**src/rtl/mac_dot_sequencer_pkg.sv**
```systemverilog
// Shared constants for the MAC dot-product sequencer: datapath widths,
// FSM state encoding and the bit positions inside cmd_signed.
package mac_dot_sequencer_pkg;

    localparam int unsigned OP_W  = 32;
    localparam int unsigned ACC_W = 64;
    localparam int unsigned SGN_W = 2;
    localparam int unsigned ST_W  = 3;

    // cmd_signed = {b_signed, a_signed}
    localparam int unsigned SGN_A = 0;
    localparam int unsigned SGN_B = 1;

    localparam logic [ST_W-1:0] ST_IDLE  = 3'd0;
    localparam logic [ST_W-1:0] ST_CLEAR = 3'd1;
    localparam logic [ST_W-1:0] ST_FETCH = 3'd2;
    localparam logic [ST_W-1:0] ST_ISSUE = 3'd3;
    localparam logic [ST_W-1:0] ST_WAIT  = 3'd4;
    localparam logic [ST_W-1:0] ST_DRAIN = 3'd5;
    localparam logic [ST_W-1:0] ST_DONE  = 3'd6;

    typedef enum logic [ST_W-1:0] {
        IDLE  = ST_IDLE,
        CLEAR = ST_CLEAR,
        FETCH = ST_FETCH,
        ISSUE = ST_ISSUE,
        WAIT  = ST_WAIT,
        DRAIN = ST_DRAIN,
        DONE  = ST_DONE
    } state_t;

endpackage

```
**src/rtl/mac_dot_sequencer_if.sv**
```systemverilog
// Host-side bus of the dot-product sequencer: command, operand stream and
// result handshakes.
//   master : producer of commands/operands, consumer of results
//   slave  : the sequencer
interface mac_dot_sequencer_if #(
    parameter int unsigned LEN_W = 8
);
    logic                                        cmd_valid;
    logic                                        cmd_ready;
    logic [LEN_W-1:0]                            cmd_len;
    logic [mac_dot_sequencer_pkg::SGN_W-1:0]     cmd_signed;
    logic                                        op_valid;
    logic                                        op_ready;
    logic [mac_dot_sequencer_pkg::OP_W-1:0]      op_a;
    logic [mac_dot_sequencer_pkg::OP_W-1:0]      op_b;
    logic                                        res_valid;
    logic                                        res_ready;
    logic [mac_dot_sequencer_pkg::ACC_W-1:0]     res_data;
    logic [LEN_W-1:0]                            res_count;

    modport master (
        output cmd_valid, cmd_len, cmd_signed, op_valid, op_a, op_b, res_ready,
        input  cmd_ready, op_ready, res_valid, res_data, res_count
    );

    modport slave (
        input  cmd_valid, cmd_len, cmd_signed, op_valid, op_a, op_b, res_ready,
        output cmd_ready, op_ready, res_valid, res_data, res_count
    );
endinterface

```
**src/rtl/mac_dot_sequencer_watchdog.sv**
```systemverilog
// mac_watchdog: counts consecutive cycles with run=1 and flags expiry after
// TMO_CYC of them; err is sticky until reset. Only built with
// DOTSEQ_TIMEOUT_EN defined.
//   clk, rst   : clock, async active-low reset
//   run        : count enable; low restarts the count
//   expired_c  : combinational, high in the TMO_CYC-th running cycle
//   err        : registered sticky timeout flag
`ifdef DOTSEQ_TIMEOUT_EN
module mac_watchdog #(
    parameter int unsigned TMO_CYC = 64
) (
    input  logic clk,
    input  logic rst,
    input  logic run,
    output logic expired_c,
    output logic err
);
    localparam int unsigned TW = $clog2(TMO_CYC + 1);

    logic [TW-1:0] cnt_q;

    assign expired_c = run && (cnt_q == TW'(TMO_CYC - 1));

    // Cycle counter and sticky flag
    always_ff @(posedge clk or negedge rst) begin
        if (!rst) begin
            cnt_q <= '0;
            err   <= 1'b0;
        end else begin
            if (!run) begin
                cnt_q <= '0;
            end else if (!expired_c) begin
                cnt_q <= cnt_q + 1'b1;
            end
            if (expired_c) begin
                err <= 1'b1;
            end
        end
    end
endmodule
`endif

```
**src/rtl/mac_dot_sequencer.sv**
```systemverilog
// mac_dot_sequencer: drives one MAC unit through an N-element dot product.
// A command (length, signedness) is accepted, the MAC accumulator is cleared,
// then each operand pair is latched, started on the MAC and its mac_valid
// awaited. The final accumulator is returned on a valid/ready result port.
// Optional watchdog on the MAC response: macro DOTSEQ_TIMEOUT_EN.
// Ports:
//   clk, rst                 clock, async active-low reset
//   host (slave)             cmd / op / res handshakes
//   busy                     sequencer not idle
//   mac_rs1/rs2, *_signed    operands and signedness to the MAC
//   mac_start, mac_clear     single-cycle MAC controls
//   mac_result, mac_valid,
//   mac_busy                 MAC status inputs
//   err_timeout              sticky watchdog flag (0 without the macro)
module mac_dot_sequencer
    import mac_dot_sequencer_pkg::*;
#(
    parameter int unsigned LEN_W = 8
`ifdef DOTSEQ_TIMEOUT_EN
    , parameter int unsigned TMO_CYC = 64
`endif
) (
    input  logic                 clk,
    input  logic                 rst,
    mac_dot_sequencer_if.slave   host,
    output logic                 busy,
    output logic [OP_W-1:0]      mac_rs1,
    output logic [OP_W-1:0]      mac_rs2,
    output logic                 mac_rs1_signed,
    output logic                 mac_rs2_signed,
    output logic                 mac_start,
    output logic                 mac_clear,
    input  logic [ACC_W-1:0]     mac_result,
    input  logic                 mac_valid,
    input  logic                 mac_busy,
    output logic                 err_timeout
);
    state_t            state_q, state_d;
    logic [LEN_W-1:0]  len_q;
    logic [LEN_W-1:0]  cnt_q;
    logic              cmd_fire_c;
    logic              op_fire_c;
    logic              pair_done_c;
    logic              tmo_hit_c;

    assign cmd_fire_c  = host.cmd_valid && host.cmd_ready;
    assign op_fire_c   = host.op_valid && host.op_ready;
    assign pair_done_c = (state_q == WAIT) && mac_valid;

`ifdef DOTSEQ_TIMEOUT_EN
    // Watchdog runs only while waiting for the MAC
    mac_watchdog #(
        .TMO_CYC (TMO_CYC)
    ) u_watchdog (
        .clk       (clk),
        .rst       (rst),
        .run       (state_q == WAIT),
        .expired_c (tmo_hit_c),
        .err       (err_timeout)
    );
`else
    assign tmo_hit_c   = 1'b0;
    assign err_timeout = 1'b0;
`endif

    // Next-state logic
    always_comb begin
        state_d = state_q;
        case (state_q)
            IDLE:  if (cmd_fire_c) state_d = CLEAR;
            CLEAR: state_d = (len_q == '0) ? DRAIN : FETCH;
            FETCH: if (op_fire_c) state_d = ISSUE;
            ISSUE: if (!mac_busy) state_d = WAIT;
            WAIT: begin
                if (mac_valid) begin
                    state_d = ((cnt_q + 1'b1) == len_q) ? DRAIN : FETCH;
                end else if (tmo_hit_c) begin
                    state_d = DRAIN;
                end
            end
            DRAIN: state_d = DONE;
            DONE:  if (host.res_ready) state_d = IDLE;
            default: state_d = IDLE;
        endcase
    end

    // State register, registered outputs and datapath
    always_ff @(posedge clk or negedge rst) begin
        if (!rst) begin
            state_q        <= IDLE;
            len_q          <= '0;
            cnt_q          <= '0;
            host.cmd_ready <= 1'b0;
            host.op_ready  <= 1'b0;
            host.res_valid <= 1'b0;
            host.res_data  <= '0;
            host.res_count <= '0;
            busy           <= 1'b0;
            mac_rs1        <= '0;
            mac_rs2        <= '0;
            mac_rs1_signed <= 1'b0;
            mac_rs2_signed <= 1'b0;
            mac_start      <= 1'b0;
            mac_clear      <= 1'b0;
        end else begin
            state_q        <= state_d;
            // Handshake/status outputs decoded from the next state so they
            // line up with the state they describe.
            host.cmd_ready <= (state_d == IDLE);
            host.op_ready  <= (state_d == FETCH);
            host.res_valid <= (state_d == DONE);
            busy           <= (state_d != IDLE);
            mac_clear      <= (state_d == CLEAR);
            // Start goes out once the MAC is free; ISSUE is left on the same edge
            mac_start      <= (state_q == ISSUE) && !mac_busy;

            if (cmd_fire_c) begin
                len_q          <= host.cmd_len;
                cnt_q          <= '0;
                mac_rs1_signed <= host.cmd_signed[SGN_A];
                mac_rs2_signed <= host.cmd_signed[SGN_B];
            end
            if (op_fire_c) begin
                mac_rs1 <= host.op_a;
                mac_rs2 <= host.op_b;
            end
            if (pair_done_c) begin
                cnt_q <= cnt_q + 1'b1;
            end
            // Accumulator has settled one cycle after the last mac_valid
            if (state_q == DRAIN) begin
                host.res_data  <= mac_result;
                host.res_count <= cnt_q;
            end
        end
    end
endmodule
```
**src/flat_wrapper.sv**
```systemverilog
// flat-port wrapper written by rule: the top's interface ports become plain ports
module mac_dot_sequencer_flat import mac_dot_sequencer_pkg::*;
#(
    parameter int unsigned LEN_W = 8

)
  (clk, rst, busy, mac_rs1, mac_rs2, mac_rs1_signed, mac_rs2_signed, mac_start, mac_clear, mac_result, mac_valid, mac_busy, err_timeout, host_cmd_valid, host_cmd_len, host_cmd_signed, host_op_valid, host_op_a, host_op_b, host_res_ready, host_cmd_ready, host_op_ready, host_res_valid, host_res_data, host_res_count);
  mac_dot_sequencer_if #(.LEN_W(LEN_W)) host_i ();
  input  logic clk;
  input  logic rst;
  output logic busy;
  output logic [OP_W-1:0] mac_rs1;
  output logic [OP_W-1:0] mac_rs2;
  output logic mac_rs1_signed;
  output logic mac_rs2_signed;
  output logic mac_start;
  output logic mac_clear;
  input  logic [ACC_W-1:0] mac_result;
  input  logic mac_valid;
  input  logic mac_busy;
  output logic err_timeout;
  input wire logic [$bits(host_i.cmd_valid)-1:0] host_cmd_valid;
  input wire logic [$bits(host_i.cmd_len)-1:0] host_cmd_len;
  input wire logic [$bits(host_i.cmd_signed)-1:0] host_cmd_signed;
  input wire logic [$bits(host_i.op_valid)-1:0] host_op_valid;
  input wire logic [$bits(host_i.op_a)-1:0] host_op_a;
  input wire logic [$bits(host_i.op_b)-1:0] host_op_b;
  input wire logic [$bits(host_i.res_ready)-1:0] host_res_ready;
  output wire logic [$bits(host_i.cmd_ready)-1:0] host_cmd_ready;
  output wire logic [$bits(host_i.op_ready)-1:0] host_op_ready;
  output wire logic [$bits(host_i.res_valid)-1:0] host_res_valid;
  output wire logic [$bits(host_i.res_data)-1:0] host_res_data;
  output wire logic [$bits(host_i.res_count)-1:0] host_res_count;
  assign host_i.cmd_valid = host_cmd_valid;
  assign host_i.cmd_len = host_cmd_len;
  assign host_i.cmd_signed = host_cmd_signed;
  assign host_i.op_valid = host_op_valid;
  assign host_i.op_a = host_op_a;
  assign host_i.op_b = host_op_b;
  assign host_i.res_ready = host_res_ready;
  assign host_cmd_ready = host_i.cmd_ready;
  assign host_op_ready = host_i.op_ready;
  assign host_res_valid = host_i.res_valid;
  assign host_res_data = host_i.res_data;
  assign host_res_count = host_i.res_count;
  mac_dot_sequencer #(.LEN_W(LEN_W)) u_core (.clk(clk), .rst(rst), .host(host_i), .busy(busy), .mac_rs1(mac_rs1), .mac_rs2(mac_rs2), .mac_rs1_signed(mac_rs1_signed), .mac_rs2_signed(mac_rs2_signed), .mac_start(mac_start), .mac_clear(mac_clear), .mac_result(mac_result), .mac_valid(mac_valid), .mac_busy(mac_busy), .err_timeout(err_timeout));
endmodule
```
**config.mk**
```make
export PLATFORM = sky130hd
export DESIGN_NAME = mac_dot_sequencer_flat
export DESIGN_NICKNAME = d
export VERILOG_FILES = /design/src/rtl/mac_dot_sequencer_pkg.sv /design/src/rtl/mac_dot_sequencer_if.sv /design/src/rtl/mac_dot_sequencer_watchdog.sv /design/src/rtl/mac_dot_sequencer.sv /design/src/flat_wrapper.sv
export SDC_FILE = /design/constraint.sdc
export NUM_CORES = 1
export LEC_CHECK = 0
export CAP_MARGIN = 20
export CORE_MARGIN = 2
export CORE_UTILIZATION = 45
export DETAILED_ROUTE_END_ITERATION = 8
export PLACE_DENSITY = 0.86
export SKIP_CTS_REPAIR_TIMING = 1
export SLEW_MARGIN = 20
export SYNTH_ARGS = -nofsm -noshare
export SYNTH_HDL_FRONTEND = slang
export SYNTH_HIERARCHICAL = 1
export SYNTH_SLANG_ARGS = --single-unit
```
**constraint.sdc**
```tcl
create_clock -name clk -period 4.95 [get_ports clk]
set_input_delay 1.2375 -clock clk [delete_from_list [all_inputs] [get_ports clk]]
set_output_delay 1.2375 -clock clk [all_outputs]
set_load 0.05 [all_outputs]
```
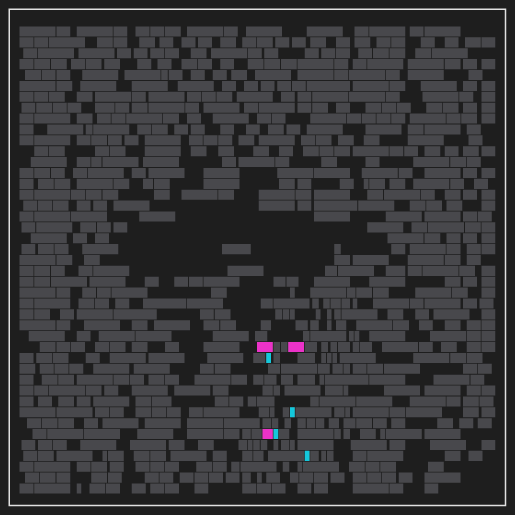
(images/gates.png)
Drawn at 4 px/um.
colour	family	cells
cyan	inv cells	4
magenta	non-inverting ao/oa cells	3

==> results.ini <==
[power_and_ir_drop]
leakage_nw = 4.25
irDropWorstVdd_v = 0.000534
power.density_nw_per_um2 = 799
fin_total_pwr_mw = 8.11

[routing]
dr_wl_met2_um = 8760
drtPass1Iterations = 4
top_layer = met4
met1_length_um = 5900
drt_first_iter_violations = 204
viasPerCell = 5.12
final_antenna_net_count = 0

[synth]
yosys_area_um2 = 6450
top_area_share_pct = 63.3
avgSynthCellArea_um2 = 14.9
area_leaders = dfrtp_1 (63%), mux2_2 (25%), o21ai_0 (1.1%)
netlist_logic_family_top = multiplexers
xor_share_pct = 1.49
ff_type = dfrtp_1
ys_ff = 163
common_cells = dfrtp_1 (163), mux2_2 (146), o21ai_0 (14)
top_cell = dfrtp_1
aoi_share_pct = 3.47
top_area_cell = dfrtp_1
synth_cell_types = 43

[timing]
worst_slack_ns = 2.04
clock_skew_ns = 0.00555
hold_viol_final = 0
maxSlewViolCount = 0
relSlewSlack_pct = 38.3
period_minus_slack_ns = 2.91

[die]
die_area_um2 = 15300
core_um2 = 13900
die_h_um = 124
io_pins = 290

[run_status]
outcome = completed

[setup_path]
rr_endpoint = u_core/mac_rs1[14]
end_kind = flip-flop
cp_num_buf_inv = 2
worstPathRequired_ns = 5.24
startpoint = host_op_valid

[global_route]
grt_pass1_wl_um = 25600
track_usage_pct = 22.0
overflow = 0
grt_max_degree = 85
antenna_found_initial = 0

[placed_design]
portBuffers = 288

[clock_network]
clk_latency_ns = 0.42
clockBufferDepth = 2
clock-sinks = 163

[hold_path]
holdCritStartpoint = u_core/host.res_count[7]
hold_path.class = reg2reg

[cells_and_area]
diodes = 0

[job]
openroad.warnings = 26

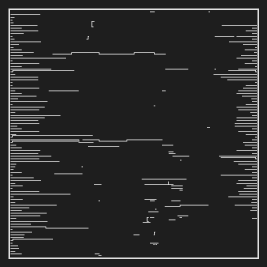
(images/m3.png)
Drawn at 2 px/um.
nets with wire on the layer	185
longest straight run	40.0 um
main direction	horizontal

[logic make-up (layout without fill, tap and decap cells)]
group | count (synthesis) | in the layout
and+or+nand+nor | 50 | 50
buffers and inverters | 27 | 327
other | 1 | 1
muxes | 146 | 146
DFF | 163 | 163
xor gates and xnor gates | 11 | 11
AOI/OAI and AO/OA | 33 | 33
adders and majority gates | 1 | 1
[cells in the final DEF, fill, tap and decap left out, types with 2 or more instances in the layout]
cell type / netlist / routed
dfrtp_1: 163 / 163
a31oi_1: 3 / 3
clkinv_2: 0 / 2
clkbuf_1: 9 / 3
nor2b_1: 3 / 3
clkdlybuf4s50_1: 0 / 287
xor2_1: 5 / 5
nor3_1: 3 / 3
clkbuf_16: 0 / 17
nor2_1: 10 / 10
buf_4: 2 / 2
bufinv_16: 0 / 5
a21oi_1: 2 / 2
or4_1: 2 / 2
xnor2_1: 6 / 6
mux2_2: 146 / 146
nand4_1: 2 / 2
o41ai_1: 2 / 2
clkbuf_8: 0 / 3
o21ai_0: 14 / 14
nand2_2: 0 / 2
nand2_1: 13 / 11
clkinvlp_4: 0 / 2
inv_1: 4 / 4
nand3_1: 4 / 4
nor3b_1: 4 / 4
nand2b_1: 2 / 2
[registers in the layout, indices dropped and copies added (netlist names)]
register and count:
u_core/host.res_data 64, u_core/mac_rs1 32, u_core/mac_rs2 32, u_core/cnt_q 8, u_core/host.res_count 8, u_core/len_q 8
u_core/state_q 3, u_core/busy 1, u_core/host.cmd_ready 1, u_core/host.op_ready 1, u_core/host.res_valid 1, u_core/mac_clear 1
u_core/mac_rs1_signed 1, u_core/mac_rs2_signed 1, u_core/mac_start 1
[through the flow]
| stage | util [%] | hold WS [ns] | cell area, um^2 |
|---|---|---|---|
| 6_report | 72.8 | 0.504 | 10100 |
| 5_1_grt | 72.8 | 0.508 | 10100 |
| 4_1_cts | 72.8 | 0.505 | 10100 |
| 3_5_place_dp | 68.1 | 0.492 | 9490 |
| 3_3_place_gp | 68.1 | 0.486 | 9490 |
| 2_1_floorplan | - | 0.486 | 6450 |
[power by group]
| group | internal, mW | switching [mW] | total (mW) |
|---|---|---|---|
| clock network | 0.934 | 0.493 | 1.43 |
| registers | 1.95 | 0.379 | 2.33 |
| logic | 1.62 | 2.73 | 4.35 |
| total | 4.51 | 3.60 | 8.11 |
[final cells by class]
type	count	area, um^2	area share [%]
repair buffers	291	2920	28.8
multi-input cells	242	2250	22.2
clock buffers	23	478	4.71
well taps	180	225	2.22
inverters	4	15.0	0.148
flip-flops and latches	163	4080	40.2
clock inverters	9	175	1.73
[layer usage]
| metal | vias up | track usage, % |
|---|---|---|
| met1 | 2311 | 23.9 |
| met2 | 228 | 37.8 |
| met4 | 0 | 8.38 |
| li1 | 2102 | - |
| met5 | - | 0 |
| met3 | 32 | 9.48 |
[worst max-delay path by stage]
stage                               to  slack, ns  cells after the start
floorplan            u_core/mac_rs1[0]       2.51                      4
global placement    u_core/mac_rs1[11]       1.67                      4
detailed placement  u_core/mac_rs2[27]       1.62                      4
finish              u_core/mac_rs1[14]       2.04                      4
global route        u_core/mac_rs2[27]       1.91                      4
CTS                 u_core/mac_rs1[14]       2.03                      4
